===== src/rtl/flash_array_ctrl.sv =====
// flash_array_ctrl: sequences read/program/erase phases on the 8x8 NAND array
// and returns the captured/echoed byte on a valid/ready response channel.
module flash_array_ctrl #(
  parameter int unsigned T_SETUP = 2,
  parameter int unsigned T_PRE   = 2,
  parameter int unsigned T_SENSE = 3,
  parameter int unsigned T_PROG  = 8,
  parameter int unsigned T_ERASE = 16,
  parameter int unsigned T_DIS   = 2,
  parameter int unsigned CNT_W   = 8
) (
  input  logic       wb_clk_i,
  input  logic       wb_rst_i,
  input  logic       cmd_valid,
  output logic       cmd_ready,
  input  logic [1:0] cmd_op,
  input  logic [2:0] cmd_addr,
  input  logic [7:0] cmd_wdata,
  output logic       rsp_valid,
  input  logic       rsp_ready,
  output logic [7:0] rsp_data,
  output logic       rsp_err,
  output logic       busy,
  output logic [1:0] SSL,
  output logic [1:0] GSL,
  output logic [3:0] WL0,
  output logic [3:0] WL1,
  output logic       SL,
  output logic       PSUB,
  output logic       sen1,
  output logic       sen2,
  output logic [3:0] out_en,
  output logic [7:0] bl_out,
  output logic       bl_oe,
  input  logic [7:0] sa_out
);

  localparam logic [1:0] OP_READ = 2'b00;
  localparam logic [1:0] OP_PROG = 2'b01;
  localparam logic [1:0] OP_RSV  = 2'b11;

  typedef enum logic [3:0] {
    ST_IDLE,
    ST_SETUP,
    ST_PRE,
    ST_SENSE,
    ST_CAPTURE,
    ST_PROGRAM,
    ST_ERASE,
    ST_DISCHARGE,
    ST_DONE
  } state_t;

  // All array-facing control lines, registered together.
  typedef struct packed {
    logic [1:0] ssl;
    logic [1:0] gsl;
    logic [3:0] wl0;
    logic [3:0] wl1;
    logic       sl;
    logic       psub;
    logic       sen1;
    logic       sen2;
    logic [3:0] out_en;
    logic [7:0] bl_out;
    logic       bl_oe;
  } lines_t;

  state_t           state_q;
  state_t           succ;
  logic [CNT_W-1:0] cnt_q;
  logic [1:0]       op_q;
  logic [2:0]       addr_q;
  logic [7:0]       wdata_q;
  lines_t           lines_q;
  logic             cmd_ready_q;
  logic             rsp_valid_q;
  logic             rsp_err_q;
  logic [7:0]       rsp_data_q;
  logic             busy_q;

  // Phase counter preload: timed states last exactly T_x cycles.
  function automatic logic [CNT_W-1:0] phase_load(input state_t st);
    case (st)
      ST_SETUP:     return CNT_W'(T_SETUP - 1);
      ST_PRE:       return CNT_W'(T_PRE - 1);
      ST_SENSE:     return CNT_W'(T_SENSE - 1);
      ST_PROGRAM:   return CNT_W'(T_PROG - 1);
      ST_ERASE:     return CNT_W'(T_ERASE - 1);
      ST_DISCHARGE: return CNT_W'(T_DIS - 1);
      default:      return '0;
    endcase
  endfunction

  // Array biasing for a state; the non-addressed block's wordlines stay low.
  function automatic lines_t lines_for(input state_t st, input logic [1:0] op,
                                       input logic [2:0] addr, input logic [7:0] wdata);
    lines_t     l;
    logic [1:0] blk_sel;
    logic [3:0] wl_sel;
    logic [3:0] wl_bias;
    l       = '0;
    blk_sel = addr[2] ? 2'b10 : 2'b01;
    wl_sel  = 4'b0001 << addr[1:0];
    wl_bias = '0;
    case (st)
      ST_SETUP: begin
        l.ssl = (op == OP_READ || op == OP_PROG) ? blk_sel : 2'b00;
        l.gsl = (op == OP_READ) ? blk_sel : 2'b00;
      end
      ST_PRE: begin
        l.ssl   = blk_sel;
        l.gsl   = blk_sel;
        wl_bias = ~wl_sel;
        l.sen1  = 1'b1;
      end
      ST_SENSE: begin
        l.ssl   = blk_sel;
        l.gsl   = blk_sel;
        wl_bias = ~wl_sel;
        l.sen2  = 1'b1;
      end
      ST_CAPTURE: begin
        l.ssl    = blk_sel;
        l.gsl    = blk_sel;
        wl_bias  = ~wl_sel;
        l.sen2   = 1'b1;
        l.out_en = wl_sel;
      end
      ST_PROGRAM: begin
        l.ssl    = blk_sel;
        wl_bias  = 4'hF;
        l.bl_oe  = 1'b1;
        l.bl_out = ~wdata;
      end
      ST_ERASE: begin
        l.sl   = 1'b1;
        l.psub = 1'b1;
      end
      default: ;
    endcase
    if (addr[2]) l.wl1 = wl_bias;
    else         l.wl0 = wl_bias;
    return l;
  endfunction

  // Successor of the current timed state once its counter expires.
  always_comb begin
    succ = ST_DONE;
    case (state_q)
      ST_SETUP: begin
        case (op_q)
          OP_READ: succ = ST_PRE;
          OP_PROG: succ = ST_PROGRAM;
          default: succ = ST_ERASE;
        endcase
      end
      ST_PRE:                             succ = ST_SENSE;
      ST_SENSE:                           succ = ST_CAPTURE;
      ST_CAPTURE, ST_PROGRAM, ST_ERASE:   succ = ST_DISCHARGE;
      default:                            succ = ST_DONE;
    endcase
  end

  // Sequencer: command accept, phase timing, response hold.
  always_ff @(posedge wb_clk_i) begin
    if (wb_rst_i) begin
      state_q     <= ST_IDLE;
      cnt_q       <= '0;
      op_q        <= '0;
      addr_q      <= '0;
      wdata_q     <= '0;
      lines_q     <= '0;
      cmd_ready_q <= 1'b0;
      rsp_valid_q <= 1'b0;
      rsp_err_q   <= 1'b0;
      rsp_data_q  <= '0;
      busy_q      <= 1'b0;
    end else begin
      case (state_q)
        ST_IDLE: begin
          if (cmd_valid && cmd_ready_q) begin
            op_q        <= cmd_op;
            addr_q      <= cmd_addr;
            wdata_q     <= cmd_wdata;
            cmd_ready_q <= 1'b0;
            busy_q      <= 1'b1;
            if (cmd_op == OP_RSV) begin
              state_q     <= ST_DONE;
              rsp_valid_q <= 1'b1;
              rsp_err_q   <= 1'b1;
              rsp_data_q  <= '0;
            end else begin
              state_q <= ST_SETUP;
              cnt_q   <= phase_load(ST_SETUP);
              lines_q <= lines_for(ST_SETUP, cmd_op, cmd_addr, cmd_wdata);
            end
          end else begin
            cmd_ready_q <= 1'b1;
          end
        end
        ST_DONE: begin
          if (rsp_ready) begin
            state_q     <= ST_IDLE;
            rsp_valid_q <= 1'b0;
            rsp_err_q   <= 1'b0;
            busy_q      <= 1'b0;
            cmd_ready_q <= 1'b1;
          end
        end
        default: begin
          if (cnt_q != '0) begin
            cnt_q <= cnt_q - CNT_W'(1);
          end else begin
            state_q <= succ;
            cnt_q   <= phase_load(succ);
            lines_q <= lines_for(succ, op_q, addr_q, wdata_q);
            if (state_q == ST_CAPTURE) rsp_data_q  <= sa_out;
            if (succ == ST_PROGRAM)    rsp_data_q  <= wdata_q;
            if (succ == ST_ERASE)      rsp_data_q  <= 8'hFF;
            if (succ == ST_DONE)       rsp_valid_q <= 1'b1;
          end
        end
      endcase
    end
  end

  assign cmd_ready = cmd_ready_q;
  assign rsp_valid = rsp_valid_q;
  assign rsp_data  = rsp_data_q;
  assign rsp_err   = rsp_err_q;
  assign busy      = busy_q;
  assign SSL       = lines_q.ssl;
  assign GSL       = lines_q.gsl;
  assign WL0       = lines_q.wl0;
  assign WL1       = lines_q.wl1;
  assign SL        = lines_q.sl;
  assign PSUB      = lines_q.psub;
  assign sen1      = lines_q.sen1;
  assign sen2      = lines_q.sen2;
  assign out_en    = lines_q.out_en;
  assign bl_out    = lines_q.bl_out;
  assign bl_oe     = lines_q.bl_oe;

endmodule

===== config.mk =====
export PLATFORM = sky130hd
export DESIGN_NAME = flash_array_ctrl
export DESIGN_NICKNAME = d
export VERILOG_FILES = /design/src/rtl/flash_array_ctrl.sv
export SDC_FILE = /design/constraint.sdc
export NUM_CORES = 1
export LEC_CHECK = 0
export ABC_CLOCK_PERIOD_IN_PS = 4700
export CAP_MARGIN = 25
export CORE_MARGIN = 3
export CORE_UTILIZATION = 49
export CTS_BUF_LIST = sky130_fd_sc_hd__clkbuf_8 sky130_fd_sc_hd__clkbuf_16
export DETAILED_ROUTE_END_ITERATION = 7
export GPL_TIMING_DRIVEN = 0
export PLACE_DENSITY = 0.88
export RECOVER_POWER = 25
export SYNTH_ARGS = -nofsm -noshare
export SYNTH_HDL_FRONTEND = slang
export SYNTH_SLANG_ARGS = --single-unit

===== constraint.sdc =====
create_clock -name wb_clk_i -period 4.7 [get_ports wb_clk_i]
set_input_delay 0.94 -clock wb_clk_i [delete_from_list [all_inputs] [get_ports wb_clk_i]]
set_output_delay 0.94 -clock wb_clk_i [all_outputs]
set_load 0.02 [all_outputs]

Fig. 1: run 1, signal wires by layer
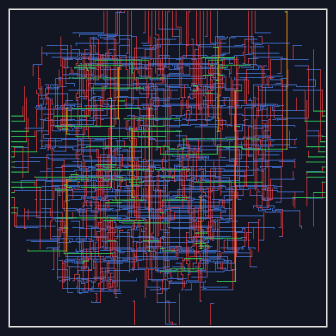
[red] M2 | wire length: 4,260 um
[orange] M4 | wire length: 243 um
[blue] M1 | wire length: 3,920 um
[green] M3 | wire length: 662 um
via count: 3,203
Tot GR Track Use: 0.259
drt total wl: 9080 um
routed len/inst: 17.5 um

Fig. 2: run 1, gate-type map
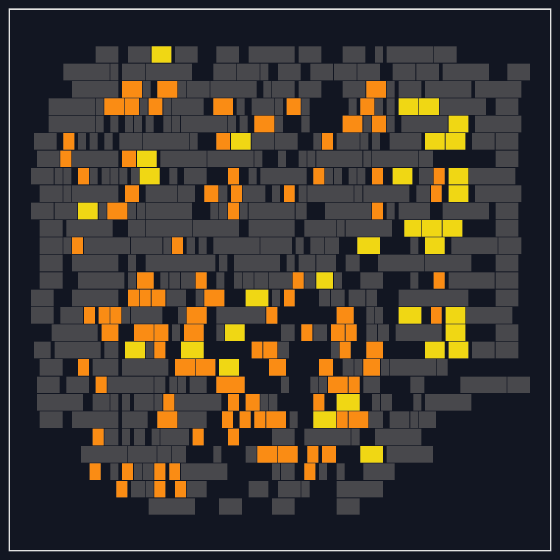
[yellow] non-inverting ao/oa cells | cells: 32
[orange] aoi and oai cells | cells: 96
most instantiated logic cell after routing: dfxtp_1
Layout Cells excl Fill: 518
combinational share of cell area: 0.380

==> flow_summary.yaml, run 1 <==
# physical design summary
clocking:
  tritoncts: "built"
  clkLatencyLatePin_ns: 0.35
  clk_path_buf_depth: 2
  post_cts_buffers: 0
  htree_num_levels: 3
  cts_buffers: 9
critical_path:
  end_kind: "flop"
  cp.depth: 5
  crit_path_start_kind: "primary input"
  crit_type: "primary input to flop"
  startpoint: "cmd_op[0]"
  cp_slowest_cell: "dlygate4sd3_1"
  crit_family: "AND-OR/OR-AND gates"
routing:
  viasPerCell: 6.18
finish:
  fin_nets: 468
  antennaDiodeCount: 0
  lay_top_cells: "dfxtp_1 (65), clkdlybuf4s50_1 (44), nand2_1 (39), nor2_1 (39), a21oi_1 (30)"
synthesis:
  top_area_cell: "dfxtp_1"
  ys_ff: 65
  edf_count: 0
  synthTopCellsByArea: "dfxtp_1 (43%), a22o_1 (6.1%), a21oi_1 (5.0%)"
  avgSynthCellArea_um2: 8.27
  mappedNetlistNets: 392
  ys_seq_share: 0.431
  ys_warn_count: 0
die:
  chipHeight_um: 84.5
  die_x_um: 84.5
power_and_ir_drop:
  finalPower_w: 0.00246
run_status:
  outcome: "complete, no violations"
timing:
  relSlewSlack: 0.500
  finalSetupViolCount: 0
  period_needed_ns: 2.66
  rsz0062_at_grt: "no"
place:
  gp_congestion: 0.937
hold_path:
  hold_depth: 2
Fig. 3: run 1, I/O nets highlighted
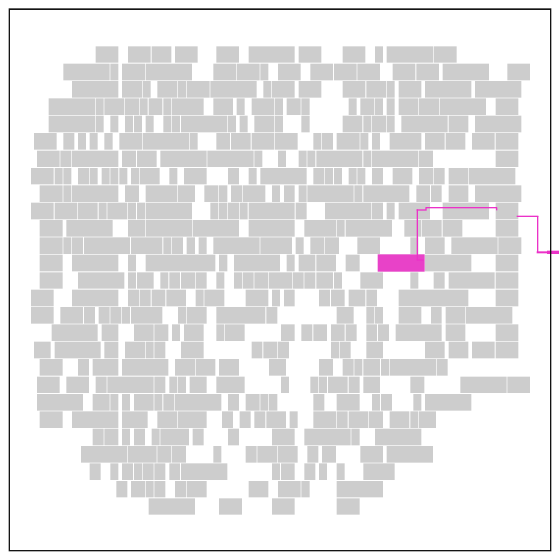
[magenta] bl_oe | bits: 1 | direction: output | end cells: 1 | buffers: 1 | wire: 32.3 um
Ports: 66
buffers added on ports: 65

==> run 1: per-stage QoR <==
stage / cell area, um2 / hold slack [ns]
4_1_cts: 3980 / 0.456
2_1_floorplan: 3020 / 0.436
5_1_grt: 3980 / 0.468
6_report: 3980 / 0.457
3_5_place_dp: 3760 / 0.445
3_3_place_gp: 3760 / 0.445
==> run 1: per-layer routing <==
metal  share of wire  up-vias  track usage  wire length (um)
li1                -     1480            -                 -
met1            0.43     1513        0.340              3920
met2            0.47      185        0.418              4260
met3           0.073       25       0.0383               661
met4           0.027        0        0.121               243
met5               0        -            0                 0
==> run 1: cell type report <==
class / instances / area (um2) / area share
Sequential cell: 65 / 1300 / 0.327
Timing Repair Buffer: 65 / 651 / 0.164
Clock inverter: 7 / 95.1 / 0.0239
Buffer: 23 / 110 / 0.0277
Multi-Input combinational cell: 252 / 1510 / 0.380
Tap cell: 72 / 90.1 / 0.0226
Inverter: 25 / 93.8 / 0.0236
Clock buffer: 9 / 124 / 0.0311
==> run 1: where the power goes <==
part / switching, W / internal [W]
logic: 0.000776 / 0.000435
clock network: 0.000232 / 0.000298
registers: 0.0000750 / 0.000646
==> run 1: worst max-delay path by stage <==
| stage | end | slack, ns |
|---|---|---|
| after global placement | rsp_data[1] | 1.86 |
| after global routing | rsp_data[0] | 1.93 |
| final | rsp_data[3] | 2.04 |
| after detailed placement | rsp_data[3] | 1.83 |
| after CTS | rsp_data[3] | 2.17 |
| after floorplan | bl_out[3] | 2.73 |
==> run 1: cell families after synthesis <==
kind of cell	Yosys count	share of synthesized area
buf+inv	48	0.0676
compound gates	128	0.293
fa+ha+maj	2	0.00829
flops	65	0.431
simple gates	121	0.197
xor+xnor	1	0.00290
Fig. 4: run 1, clock network drawn from the DEF
Bar = 20 um.
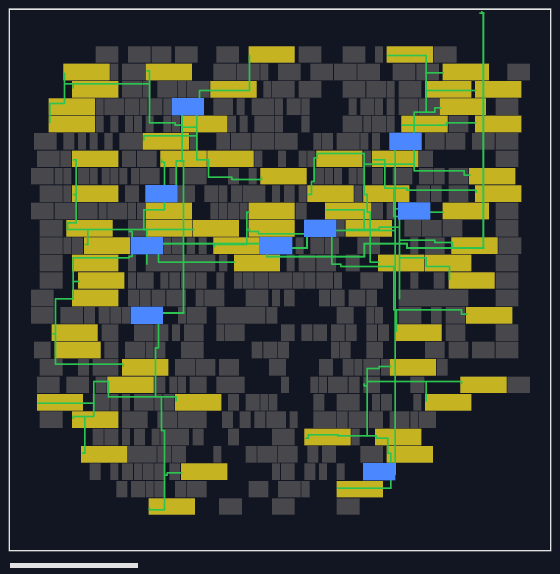

--- run 2 (diff from run 1) ---
ABC_CLOCK_PERIOD_IN_PS = 2300   (was 4700)
CORE_UTILIZATION = 45   (was 49)
PLACE_DENSITY = 0.85   (was 0.88)
clock period = 2.3 ns   (was 4.7 ns; I/O delays follow)
Fig. 5: run 2, clock network drawn from the DEF
Bar = 20 um.
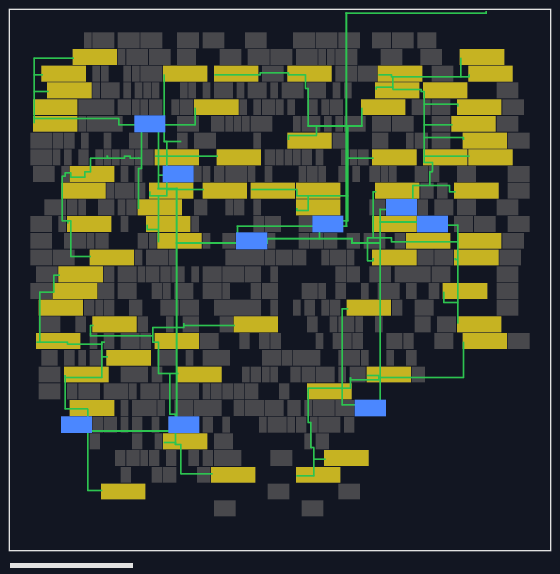
[blue] clock-net drivers | count: 9
[yellow] flip-flops | count: 65
[green] clock wires | length: 823 um
routed clock nets: 10
Clk power: 0.000818 W
Latency at later pin: 0.34 ns
clock power share: 0.171
clock skew: 0.00781 ns

Fig. 6: run 2, signal wires by layer
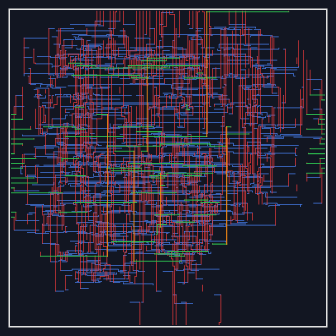
[red] M2 | wire length: 4,200 um
[blue] M1 | wire length: 3,840 um
[orange] M4 | wire length: 178 um
[green] M3 | wire length: 573 um
routed len/inst: 16.7 um
via count: 3,094

==> run 2 against run 1 <==
- largest cell class unchanged
- highest routed layer unchanged
- sequential share of layout area shrank 0.092 points
- non-clock buffer count grew 2
- first-iteration DRC count shrank 5.0%
- synthesized area is the same
- combinational power grew 110%
- largest power group unchanged
- critical path depth is the same
- utilization shrank 7.2 points
- via count shrank 3.4%
- critical endpoint unchanged
==> flow_summary.yaml, run 2 <==
# physical design summary
critical_path:
  endpoint: "rsp_data[3]"
  crit_type: "primary input to flop"
  crit_path_start_kind: "primary input"
  startpoint: "cmd_op[1]"
timing:
  holdWs_ns: 0.456
  relSlewSlack: 0.518
  finalSetupViolCount: 0
power_and_ir_drop:
  p_switching_w: 0.00216
  p_seq_frac: 0.308
global_routing:
  met2_usage: 0.373
  use_met1: 0.322
routing:
  routed-wl-met3_um: 573
  viasPerCell: 5.89
finish:
  lay_top_cells: "dfxtp_1 (65), clkdlybuf4s50_1 (41), nand2_1 (39), nor2_1 (39), a21oi_1 (30)"
  combGateArea_um2: 1560
  fin_nets: 470
synthesis:
  synthTopCellsByArea: "dfxtp_1 (43%), a22o_1 (6.1%), a21oi_1 (5.0%)"
  ys_ff: 65
  top_area_cell: "dfxtp_1"
  mappedNetlistNets: 392
hold_path:
  hold_depth: 2
die:
  chipHeight_um: 87.9
clocking:
  cts_buffers: 9
  clk_path_buf_depth: 2
  htree_num_levels: 3
place:
  port_buffers: 65
run_status:
  outcome: "complete, no violations"
run 2: cell count changes in the layout (fill, tap and decap cells not counted), moves of 2 or more:
cell             previous run  this run
dlygate4sd3_1              21        24
o32ai_2                     0         2
clkdlybuf4s50_1            44        41
o32ai_1                     9         7
buf_4                       3         5
bufinv_16                   2         0
clkinv_2                    0         4
run 2: power groups by stage:
stage               Clock [W]  Sequential [W]  Combinational [W]
CTS                  0.000827         0.00147            0.00242
global route         0.000877         0.00150            0.00276
global placement            0         0.00148            0.00237
detailed placement          0         0.00149            0.00240
finish               0.000818         0.00147            0.00249
floorplan                   0         0.00156            0.00164
run 2: area by class of cell:
type / instances / area share
Clock buffer: 9 / 0.0311
Buffer: 23 / 0.0279
Timing Repair Buffer: 67 / 0.167
Multi-Input combinational cell: 252 / 0.391
Clock inverter: 7 / 0.00972
Sequential cell: 65 / 0.326
Inverter: 25 / 0.0235
Tap cell: 77 / 0.0242
run 2: critical path, stage by stage:
cell	delay [ns]
clkdlybuf4s50_1	0.58
nand2_1	0.22
a211oi_1	0.51
a41o_1	0.49
o32ai_1	0.16
run 2: through the flow:
step	std cells	setup slack, ns	utilization
floorplan	365	0.395	-
finish	525	0.0842	0.621
detailed placement	507	-0.0760	0.586
CTS	523	0.0750	0.613
global route	525	-0.112	0.621
global placement	507	-0.0408	0.586
run 2: cells by family after synthesis:
logic type | Yosys count | share of synthesized area
compound gates | 128 | 0.293
simple gates | 121 | 0.197
flops | 65 | 0.431
buf+inv | 48 | 0.0676
fa+ha+maj | 2 | 0.00829
xor+xnor | 1 | 0.00290
run 2: repair_timing:
| item | in CTS | in global routing |
|---|---|---|
| buffers inserted | 0 | 2 |
| gates resized | 1 | 8 |
| pin swaps | 0 | 2 |
| setup endpoints to repair | 4 | 36 |
| cloned | 0 | 0 |
No activity file was given, so power comes from the tool's default toggle rates.
